**Run 1: congestion heat map**

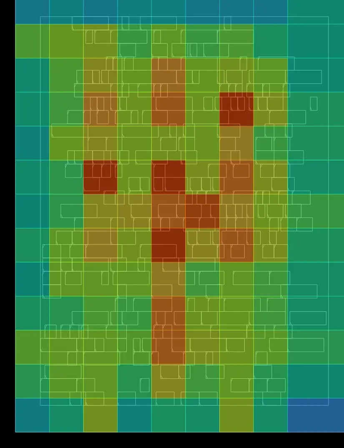
**Run 1: clock wires, drivers and flops**

Bar = 20 um.
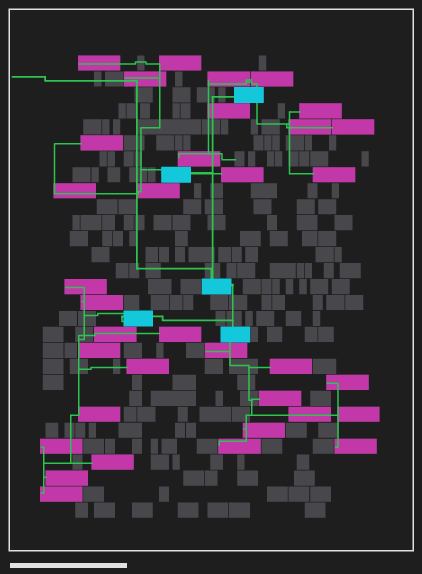
**Run 1: metal layers overlaid**

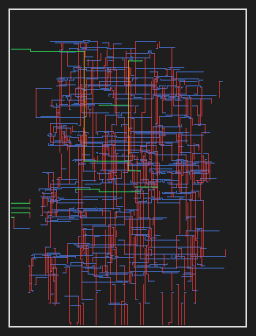
**Run 1: the metal 2 layer**

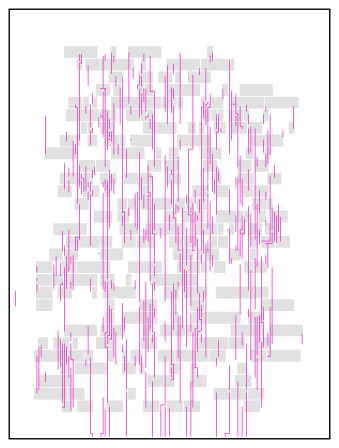
--- config.mk ---
export PLATFORM = sky130hd
export DESIGN_NAME = tone_generator
export DESIGN_NICKNAME = d
export VERILOG_FILES = /design/src/rtl/tone_generator.sv
export SDC_FILE = /design/constraint.sdc
export NUM_CORES = 1
export LEC_CHECK = 0
export ABC_AREA = 0
export CORE_ASPECT_RATIO = 1.4
export CORE_MARGIN = 5
export CORE_UTILIZATION = 40
export CTS_BUF_LIST = sky130_fd_sc_hd__clkbuf_8
export DETAILED_ROUTE_END_ITERATION = 12
export GPL_TIMING_DRIVEN = 0
export PLACE_DENSITY = 0.57
export RECOVER_POWER = 25
export SYNTH_ARGS = -nofsm -noshare
export SYNTH_HDL_FRONTEND = slang
export SYNTH_SLANG_ARGS = --single-unit
--- constraint.sdc ---
create_clock -name clk -period 9.9 [get_ports clk]
set_clock_uncertainty 0.15 [all_clocks]
set_input_delay 1.98 -clock clk [delete_from_list [all_inputs] [get_ports clk]]
set_output_delay 1.98 -clock clk [all_outputs]
set_load 0.01 [all_outputs]
--- src/rtl/tone_generator.sv ---
// tone_generator: square-wave tone from a half-period divider, with glitch-free
// divider updates at half boundaries and click-free stop after a full period.
module tone_generator #(
    parameter int DIV_W   = 15,
    parameter int MIN_DIV = 2
) (
    input  logic             clk,
    input  logic             rst,
    input  logic             enable,
    input  logic [DIV_W-1:0] frequency,
    output logic             tone_out,
    output logic             active,
    output logic             toggle_pulse
);
    localparam logic [1:0] IDLE = 2'd0;
    localparam logic [1:0] HIGH = 2'd1;
    localparam logic [1:0] LOW  = 2'd2;
    logic [1:0]       state, state_n;
    logic [DIV_W-1:0] counter, counter_n, div_q, div_n;
    logic             tone_n, active_n, pulse_n;
    logic             valid, last;
    assign valid = frequency >= DIV_W'(MIN_DIV);
    assign last  = counter == div_q - DIV_W'(1);
    always_ff @(posedge clk) begin
        if (rst) begin
            state        <= IDLE;
            counter      <= '0;
            div_q        <= '0;
            tone_out     <= 1'b0;
            active       <= 1'b0;
            toggle_pulse <= 1'b0;
        end else begin
            state        <= state_n;
            counter      <= counter_n;
            div_q        <= div_n;
            tone_out     <= tone_n;
            active       <= active_n;
            toggle_pulse <= pulse_n;
        end
    end
    always_comb begin
        state_n = IDLE;
        case (state)
            IDLE:    state_n = (enable && valid) ? HIGH : IDLE;
            HIGH:    state_n = last ? LOW : HIGH;
            LOW:     state_n = last ? ((enable && valid) ? HIGH : IDLE) : LOW;
            default: state_n = IDLE;
        endcase
    end
    // The divider is only sampled when a new half-period begins.
    always_comb begin
        counter_n = (state == IDLE || state_n != state) ? '0 : counter + DIV_W'(1);
        div_n     = (state_n == HIGH && state != HIGH) || (state == HIGH && last && valid)
                    ? frequency : div_q;
        tone_n    = state_n == HIGH;
        active_n  = state_n != IDLE;
        pulse_n   = tone_n != tone_out;
    end
endmodule

==> flow_metrics.py, run 1 <==
# Physical implementation metrics
metrics = {
    "global_routing": {
        "grt_pass1_wl_mm": 7.22,
        "grt_overflow_total": 0,
        "grtUsageMet1_pct": 17.7,
        "grt_use_total_pct": 14.9,
        "grt_max_degree": 12,
        "antenna_found_initial": 0,
    },
    "sta": {
        "slew_headroom_pct": 54.9,
        "worst_slack_ns": 5.67,
        "setup_viol": 0,
        "hold_viol": 0,
        "rsz0062_at_grt": "no",
        "finalClockPeriodUsage_pct": 42.7,
        "min_period_ns": 4.23,
        "drv_slew": 0,
        "totalNegativeSetupSlack_ns": 0,
        "worstMarginPinSlew_ns": 0.659,
    },
    "min_path": {
        "hold_path_class": "reg2reg",
    },
    "synth": {
        "ys_seq_share_pct": 36.5,
        "synth_top_flop_cell": "dfxtp_1",
        "ys_cells": 215,
        "synth-simple-area-share_pct": 24.4,
        "ys_area_um2": 1920,
        "synthCells": 215,
        "compound_area_share_pct": 17.5,
        "synth-edff-count": 0,
        "synth.distinct_cells": 49,
        "syn_avg_cell_area_um2": 8.93,
        "synth_area_leader_cell": "dfxtp_1",
        "top_cell": "dfxtp_1",
        "synth_nets": 235,
        "synth-xor-area-share_pct": 14.1,
        "synth_top_area_share_pct": 36.5,
        "top_cells_by_count": "35 x dfxtp_1, 29 x nor2_1, 17 x xnor2_1, 14 x xor2_1, 12 x nand3_1",
        "adder_share_pct": 1.30,
        "numSynthFlops": 35,
        "mux_share_pct": 2.15,
        "async_reset_ff_share_pct": 0,
    },
    "route": {
        "met1Wirelength_mm": 1.95,
        "vias_per_cell": 5.17,
        "wl_met3_um": 92,
        "wl_met2_mm": 2.12,
        "ant_nets": 0,
        "firstDrtPassIters": 4,
        "top_layer": "met4",
        "drt_iter0_markers": 72,
    },
    "clock_network": {
        "ctsHoldBuffers": 0,
        "cts_resized": 0,
        "numClockSinks": 35,
        "path_clk_slew_ns": 0.07,
        "cts_buffer_depth": 2,
        "cts.htree.levels": 2,
        "cts_tree": "done",
        "cts_buffers": 5,
        "clockRootBuffer": "clkbuf_8",
        "clock_latency_ns": 0.28,
        "post_cts_buffers": 0,
    },
    "finish": {
        "syn_to_final_growth_pct": 19.1,
        "diodes": 0,
        "layout.nets": 261,
        "fillCellCount": 481,
        "final-instance-count-excl-fill": 304,
        "flop_area_um2": 701,
        "drive_above_1_share_pct": 11.6,
        "fin_area_um2": 2290,
        "comb_area_um2": 1120,
    },
    "place": {
        "gp_congestion": 0.802,
        "dp.cells": 296,
        "place_area_um2": 2190,
        "place_ws_ns": 5.39,
        "dp_hpwl_mm": 3.30,
        "port-buffer-count": 19,
    },
    "die": {
        "floorplan.rows": 29,
        "die_h_um": 92.0,
        "chip_area_um2": 6310,
        "num_io_pins": 21,
        "fp_util_pct": 41.7,
        "coreArea_um2": 4610,
    },
    "worst_setup_path": {
        "worstSetupStartpointType": "primary input",
        "slowest_stage": "nor4_1",
        "worstPathRequired_ns": 9.98,
        "arrival_ns": 4.31,
        "critical_path_class": "in2reg",
        "path_cells": "clkdlybuf4s50_1, nor4_1, nand4_1, nand3b_1, o21ai_0, o21ai_1, clkbuf_1, a22o_1",
        "crit_buf_inv": 2,
        "critPathMaxStageDelay_ns": 0.47,
        "cp_top_family": "simple AND/OR/NAND/NOR gates",
    },
    "power": {
        "p_leak_uw": 0.000834,
        "power.density_nw_per_um2": 152,
    },
    "status": {
        "outcome": "finished clean",
    },
    "run": {
        "warnings": 26,
        "drv_cap": 0,
    },
}
## Picture notes: 'congestion heat map'
Layout Utilization: 49.6%
GR peak layer: met2
WL/cell: 13.9 um

## Picture notes: 'clock wires, drivers and flops'
[cyan] cells driving clock nets | count: 5
[green] clock wires | length: 466 um
[magenta] flip-flops | count: 35
flops lie: spread over the die

## Picture notes: 'metal layers overlaid'
| colour | layer | wire length |
|---|---|---|
| blue | met1 | 1950 um |
| orange | met4 | 63.9 um |
| red | met2 | 2120 um |
| green | met3 | 92.9 um |

## Picture notes: 'the metal 2 layer'
longest straight run: 32.0 um
nets with wire on the layer: 211
wire length on this layer: 2120 um
share of all routed wire: 50%
main direction: vertical
met2 Usage GRT: 25.3%
Post-Route WL: 4.22 mm
DR vias: 1572

==> run 1: state kept, by name, summed over array words and instances (netlist names) <==
signal,count
counter,15
div_q,15
state,2
active,1
toggle_pulse,1
tone_out,1
==> run 1: final timing paths <==
path,cells after the start,endpoint,start,slack [ns]
worst max register to register,9,div_q[4],div_q[0],6.14
worst min-delay path,2,toggle_pulse,tone_out,0.35
worst min register to register,2,toggle_pulse,tone_out,0.35
worst max-delay path,8,div_q[4],frequency[9],5.67
==> run 1: cell type report <==
cell class	count	area share, %
timing repair buffer	19	8.32
buffer	12	2.90
inverter	3	0.492
clock buffer	6	3.61
sequential	35	30.6
tap	62	3.39
clock inverter	2	1.53
multi-input combinational	165	49.1
==> run 1: worst register-to-register path, stage by stage, from the launching register on <==
cell	delay (ns)
dfxtp_1	0.38
or4_1	0.54
clkbuf_1	0.19
or4b_1	0.51
a2111oi_0	0.61
nand4_1	0.36
and2_4	0.30
o31ai_4	0.36
buf_8	0.18
a22o_1	0.13
==> run 1: report_power, final <==
group	internal [uW]	total, uW	leakage (uW)	switching, uW
Sequential	147	153	0.000286	6.46
Combinational	31.9	61.5	0.000487	29.6
Clock	81.4	133	0.0000612	51.2
Total	260	347	0.000834	87.2
==> run 1: layout by cell type (no fill, tap or decap), types with 2 or more instances in the layout <==
cell type / instances
clkbuf_8: 6
nor4_1: 7
a22o_2: 5
a21oi_1: 4
dfxtp_1: 35
xnor2_1: 17
ha_1: 2
and3_1: 2
xor2_1: 14
inv_1: 3
or4_1: 3
nand3_1: 12
clkbuf_1: 8
mux2i_1: 3
nand4_1: 4
clkdlybuf4s50_1: 16
nand2b_1: 2
nand2_1: 8
dlygate4sd3_1: 3
a22o_1: 10
nor2b_1: 3
o21ai_0: 7
nor3_1: 8
buf_2: 2
nor2_1: 29
a2111oi_0: 2
**Run 1: M3 wires**

Bar = 20 um.
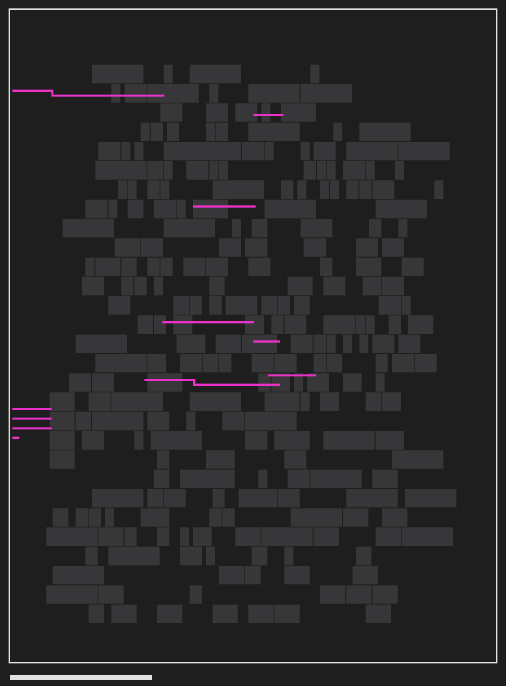

==> run 1 -> run 2 <==
==> constraint.sdc (replaced) <==
create_clock -name clk -period 3.99 [get_ports clk]
set_clock_uncertainty 0.15 [all_clocks]
set_input_delay 0.798 -clock clk [delete_from_list [all_inputs] [get_ports clk]]
set_output_delay 0.798 -clock clk [all_outputs]
set_load 0.01 [all_outputs]
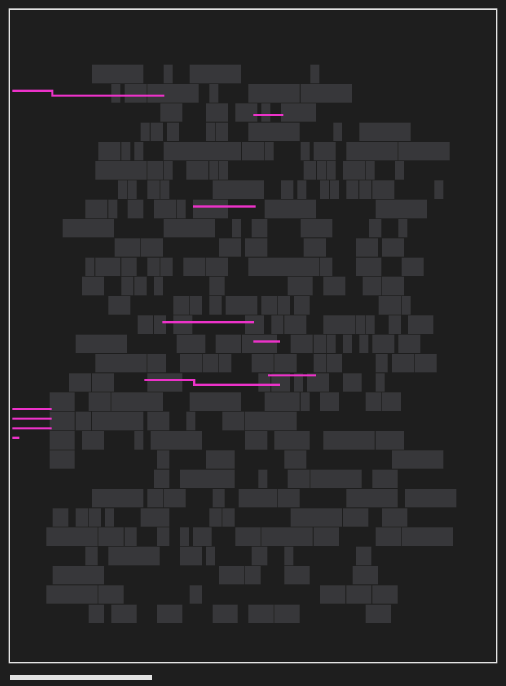
**Above:** run 2 (M3 wires).
Bar = 20 um.
nets with wire on the layer: 7
share of all routed wire: 2.2%
wire length on this layer: 92.9 um

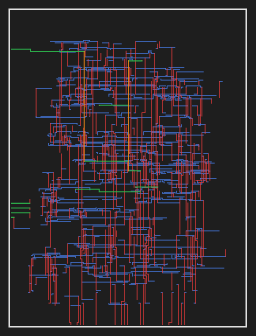
**Above:** run 2 (metal layers overlaid).
| colour | layer | wire length |
|---|---|---|
| orange | met4 | 63.9 um |
| red | met2 | 2120 um |
| blue | met1 | 1930 um |
| green | met3 | 92.9 um |

==> run 2 against run 1 <==
Worst setup slack got worse by 5.1 ns; cell count did not move; synthesized cell count did not move; register-to-register slack got worse by 5.6 ns; clock power rose by 150%; wire length fell by 0.36%; die area did not move; largest cell class unchanged; largest power group unchanged.
==> flow_metrics.py, run 2 <==
# Physical implementation metrics
metrics = {
    "status": {
        "outcome": "finished clean",
    },
    "die": {
        "num_io_pins": 21,
        "fp_util_pct": 41.7,
        "floorplan.rows": 29,
        "die_h_um": 92.0,
        "die_w_um": 68.6,
        "chip_area_um2": 6310,
        "coreArea_um2": 4610,
    },
    "route": {
        "num_vias": 1570,
        "firstDrtPassIters": 4,
        "top_layer": "met4",
        "drcViolationCount": 0,
        "routed_wl_mm": 4.21,
        "vias_per_cell": 5.16,
        "met1Wirelength_mm": 1.93,
        "ant_nets": 0,
        "drt_iter0_markers": 66,
        "wl_met2_mm": 2.12,
        "wl_met3_um": 92,
        "wl_per_cell_um": 13.8,
    },
    "global_routing": {
        "grt_overflow_total": 0,
        "grt_use_total_pct": 14.9,
        "grt_max_degree": 12,
        "grt_pass1_vias": 1571,
        "antenna_found_initial": 0,
        "grt_pass1_wl_mm": 7.22,
    },
    "clock_network": {
        "cts_buffers": 5,
        "path_clk_slew_ns": 0.07,
        "cts_tree": "done",
        "cts.htree.levels": 2,
        "clock_latency_ns": 0.28,
        "ctsHoldBuffers": 0,
        "post_cts_buffers": 0,
        "numClockSinks": 35,
        "cts_buffer_depth": 2,
        "clockRootBuffer": "clkbuf_8",
        "cts_resized": 0,
    },
    "worst_setup_path": {
        "critPathMaxFanout": 10,
        "worstPathRequired_ns": 4.07,
        "endpoint_kind": "register",
        "critical_path_class": "reg2reg",
        "worstSetupStartpointType": "register",
        "arrival_ns": 3.54,
    },
    "power": {
        "p_leak_uw": 0.000834,
        "max-vdd-ir-drop_mv": 0.201,
        "power.density_nw_per_um2": 376,
        "total_power_uw": 866,
    },
    "place": {
        "port-buffer-count": 19,
        "dp_hpwl_mm": 3.30,
        "place_ws_ns": 0.550,
        "gp_congestion": 0.802,
        "place_area_um2": 2190,
        "dp.cells": 296,
    },
    "synth": {
        "syn_area_um2": 1920,
        "ys_seq_share_pct": 36.5,
        "async_reset_ff_share_pct": 0,
        "synth_top_flop_cell": "dfxtp_1",
        "synth_top_area_share_pct": 36.5,
        "topCellsByArea": "dfxtp_1 36%, xnor2_1 7.8%, xor2_1 6.4%",
        "ys_area_um2": 1920,
        "synth.distinct_cells": 49,
        "yosys_warnings": 0,
        "synth-edff-count": 0,
        "top_cell": "dfxtp_1",
        "syn_avg_cell_area_um2": 8.93,
        "ys_cells": 215,
        "top_cells_by_count": "35 x dfxtp_1, 29 x nor2_1, 17 x xnor2_1, 14 x xor2_1, 12 x nand3_1",
        "numSynthFlops": 35,
        "synthCells": 215,
        "synth_area_leader_cell": "dfxtp_1",
        "synth_nets": 235,
    },
    "finish": {
        "comb_area_um2": 1140,
        "layout.nets": 261,
        "final-instance-count-excl-fill": 304,
        "diodes": 0,
        "flop_area_um2": 701,
        "fillCellCount": 477,
        "fin_area_um2": 2310,
        "lay_top_cells": "35 x dfxtp_1, 29 x nor2_1, 17 x xnor2_1",
        "drive_above_1_share_pct": 12.0,
        "utilization_pct": 50.0,
        "final_layout_top_logic_cell": "dfxtp_1",
        "reg_top3": "counter x15, div_q x15, state x2",
        "syn_to_final_growth_pct": 20.1,
    },
    "sta": {
        "hold_slack_ns": 0.347,
        "slew_headroom_pct": 68.7,
        "totalNegativeSetupSlack_ns": 0,
        "hold_viol": 0,
        "finalClockPeriodUsage_pct": 86.8,
        "worst_slack_ns": 0.527,
        "drv_slew": 0,
        "max_freq_ghz": 0.289,
        "setup_viol": 0,
        "rsz0062_at_grt": "no",
        "worstMarginPinSlew_ns": 0.465,
        "min_period_ns": 3.46,
    },
    "run": {
        "warnings": 26,
        "drv_cap": 0,
    },
    "min_path": {
        "hold_path_class": "reg2reg",
    },
}
run 2: cell families (layout without fill, tap and decap cells):
| group | Yosys count | count (layout) | share of synthesized area (%) |
|---|---|---|---|
| buf+inv | 15 | 42 | 4.04 |
| compound gates | 39 | 39 | 17.5 |
| mux | 4 | 4 | 2.15 |
| simple gates | 89 | 89 | 24.4 |
| xor+xnor | 31 | 31 | 14.1 |
| flops | 35 | 35 | 36.5 |
| fa+ha+maj | 2 | 2 | 1.30 |
run 2: metal layers:
metal	GRT usage [%]	vias to the layer above
met1	17.7	723
met5	0	-
li1	-	830
met3	3.30	5
met2	25.3	12
met4	5.47	0
run 2: worst paths after layout:
check	start	end	slack, ns	cells after the start
setup / recovery	div_q[0]	div_q[4]	0.53	12
hold reg to reg	tone_out	toggle_pulse	0.35	2
setup reg to reg	div_q[0]	div_q[4]	0.53	12
hold / removal	tone_out	toggle_pulse	0.35	2
run 2: layout make-up:
class                   count  area share, %
inverters                   3          0.488
plain buffers              12           2.88
well taps                  62           3.36
flip-flops and latches     35           30.4
clock inverters             2           1.52
repair buffers             19           8.25
multi-input cells         165           49.5
clock buffers               6           3.58
run 2: power by group:
group / internal, uW / switching, uW / leakage, uW / total, uW
sequential: 364 / 16.0 / 0.000286 / 380
combinational: 79.6 / 77.3 / 0.000487 / 157
clock: 202 / 127 / 0.0000612 / 329
run 2: critical path, stage by stage (launching register included):
cell and delay (ns):
dfxtp_1 0.38, inv_1 0.09, ha_1 0.28, or3b_2 0.46
clkbuf_1 0.18, o31a_2 0.30, o21ai_0 0.21, a311oi_1 0.16
nand4_2 0.16, o21ai_0 0.10, o21ai_1 0.37, clkbuf_1 0.38
a22o_1 0.19
Power figures rest on the tool's default switching activity, not on a simulated workload.
